==> config.mk <==
export PLATFORM = sky130hd
export DESIGN_NAME = fifo_rd_port
export DESIGN_NICKNAME = d
export VERILOG_FILES = /design/src/rtl/fifo_pkg.sv /design/src/rtl/sync_w2r.sv /design/src/rtl/fifo_rd_port.sv
export SDC_FILE = /design/constraint.sdc
export NUM_CORES = 1
export LEC_CHECK = 0
export CORE_MARGIN = 2
export CORE_UTILIZATION = 45
export DETAILED_ROUTE_END_ITERATION = 8
export GPL_ROUTABILITY_DRIVEN = 0
export PLACE_DENSITY_LB_ADDON = 0.08
export SYNTH_ARGS = -nofsm -noshare
export SYNTH_HDL_FRONTEND = slang
export SYNTH_SLANG_ARGS = --single-unit
==> constraint.sdc <==
create_clock -name rclk -period 3.8 [get_ports rclk]
set_input_delay 0.76 -clock rclk [delete_from_list [all_inputs] [get_ports rclk]]
set_output_delay 0.76 -clock rclk [all_outputs]
set_load 0.005 [all_outputs]
### M1 wires

Scale bar: 20 um. Supply wires on this layer in grey.
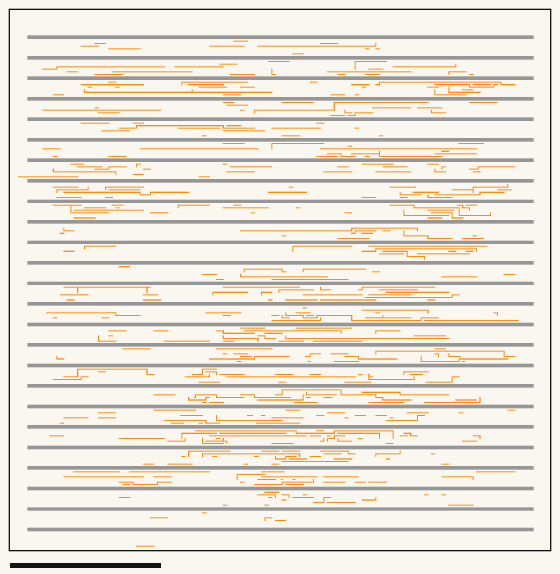
wire length on this layer: 1690 um
nets with wire on the layer: 207
share of all routed wire: 45%
longest straight run: 24.8 um
main direction: horizontal
total via count after detailed routing: 1344
Global Route met1 Usage: 0.228
Final Routed Wirelength: 3750 um

### Metal 2

Scale bar: 20 um.
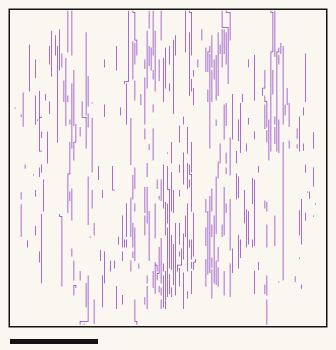
wire length on this layer: 1800 um
longest straight run: 31.3 um
met2 usage: 0.241

### The metal 3 layer

Cells faint in the background.
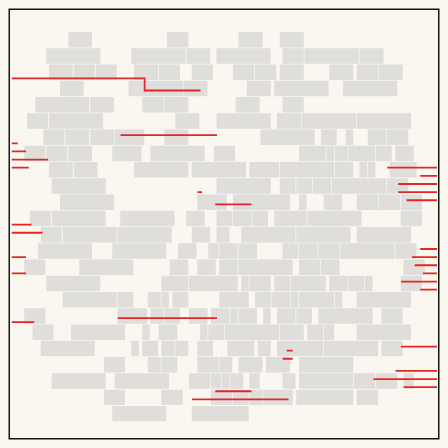
share of all routed wire: 5.3%
wire length on this layer: 198 um
longest straight run: 22.1 um
nets with wire on the layer: 28
main direction: horizontal
M3 GR Usage: 0.0478

==> results.txt <==
Implementation results. Met3 layer wire length in the routed design landed at slightly below 200 um. Growth of design area from synthesis to finish landed at 38.6%. For reference, the top logic cell family by area is multiplexers. Looking at the gate-level netlist, the highest instance count belongs to dfrtp_1.

The number of placed instances, taps included, is 255. Clock-pin slew of the registers on the worst-case setup and hold paths landed at around 0.08 ns. Remaining number of nets flagged by the antenna check after routing landed at 0. Floorplan net count landed at roughly 180. TritonCTS built the clock tree. Per the layout report, the design carries between 50 and 60 non-clock buffers.

By area the synthesized netlist is led by dfrtp_1, mux2_2, xor2_1, ha_1, dfstp_2. Storage element area landed at approximately 0.0012 mm^2.

Relative area of clock buffers and inverters in the final design landed at 0.0347. The critical path contains buffers and inverters numbering 4 combined.

Looking at the max-slew report, the worst-margin pin has a slew of 0.974 ns. Global routing usage summed across all routing layers landed at 0.162. Horizontal die dimension landed at 71.6 um. Clock period minus worst slack landed at between 3 and 4 ns. Multiplexer share of the synthesized area landed at 0.136. By count the netlist is led by dfrtp_1, mux2_2, xor2_1. Sequential portion of the cell area landed at 0.413.

Summing all multi-input logic gate instances after layout gives around 930 um^2. Setup repair after global routing could not meet its margin everywhere. Number of global-route vias before repair landed at 1328. Per the CTS log, the buffer count on the longest clock path is 2. The flow ran to the end, and the final reports show no timing, DRC or antenna violations.

Cell resize tally after clock tree synthesis landed at 0. Entering global routing, the biggest net connects 48 pins. Iteration-0 DRC count of the detailed router landed at 50.

Total of fill cells in the finished design landed at between 300 and 400. Signal nets in the final route climb as high as met4. Adder-cell share of the synthesized area landed at 0.0487. Top cell type's share of synthesized area landed at 0.547. Total congestion overflow landed at 0.

Fraction of final layout cells with drive strength greater than 1 landed at 0.316. The critical path's slowest stage uses the library cell clkdlybuf4s50_1. The layout report lists the non-clock buffer share of cell area as 0.189.

Count of antenna diodes in the layout landed at 0. For reference, the final report shows the hold violation count at 0. Worst setup timing slack at the placement stage landed at -0.230 ns. The final max-slew violation count recorded for this run is 0. In this run the worst path has a maximum fanout of 5.
-- per-layer routing --
metal  up-vias  global-route usage
li1        639                   -
met1       663               0.228
met2        34               0.241
met3         8              0.0478
met4         0              0.0566
met5         -                   0
-- cell usage in the layout (no fill, tap or decap), types with 3 or more instances in the layout --
| cell | n |
|---|---|
| xor2_1 | 13 |
| inv_1 | 11 |
| nand2b_1 | 3 |
| dfrtp_1 | 45 |
| clkbuf_8 | 6 |
| buf_4 | 16 |
| ha_1 | 4 |
| mux2_2 | 24 |
| xnor2_1 | 6 |
| ha_4 | 3 |
| nor2_1 | 3 |
| clkdlybuf4s50_1 | 39 |
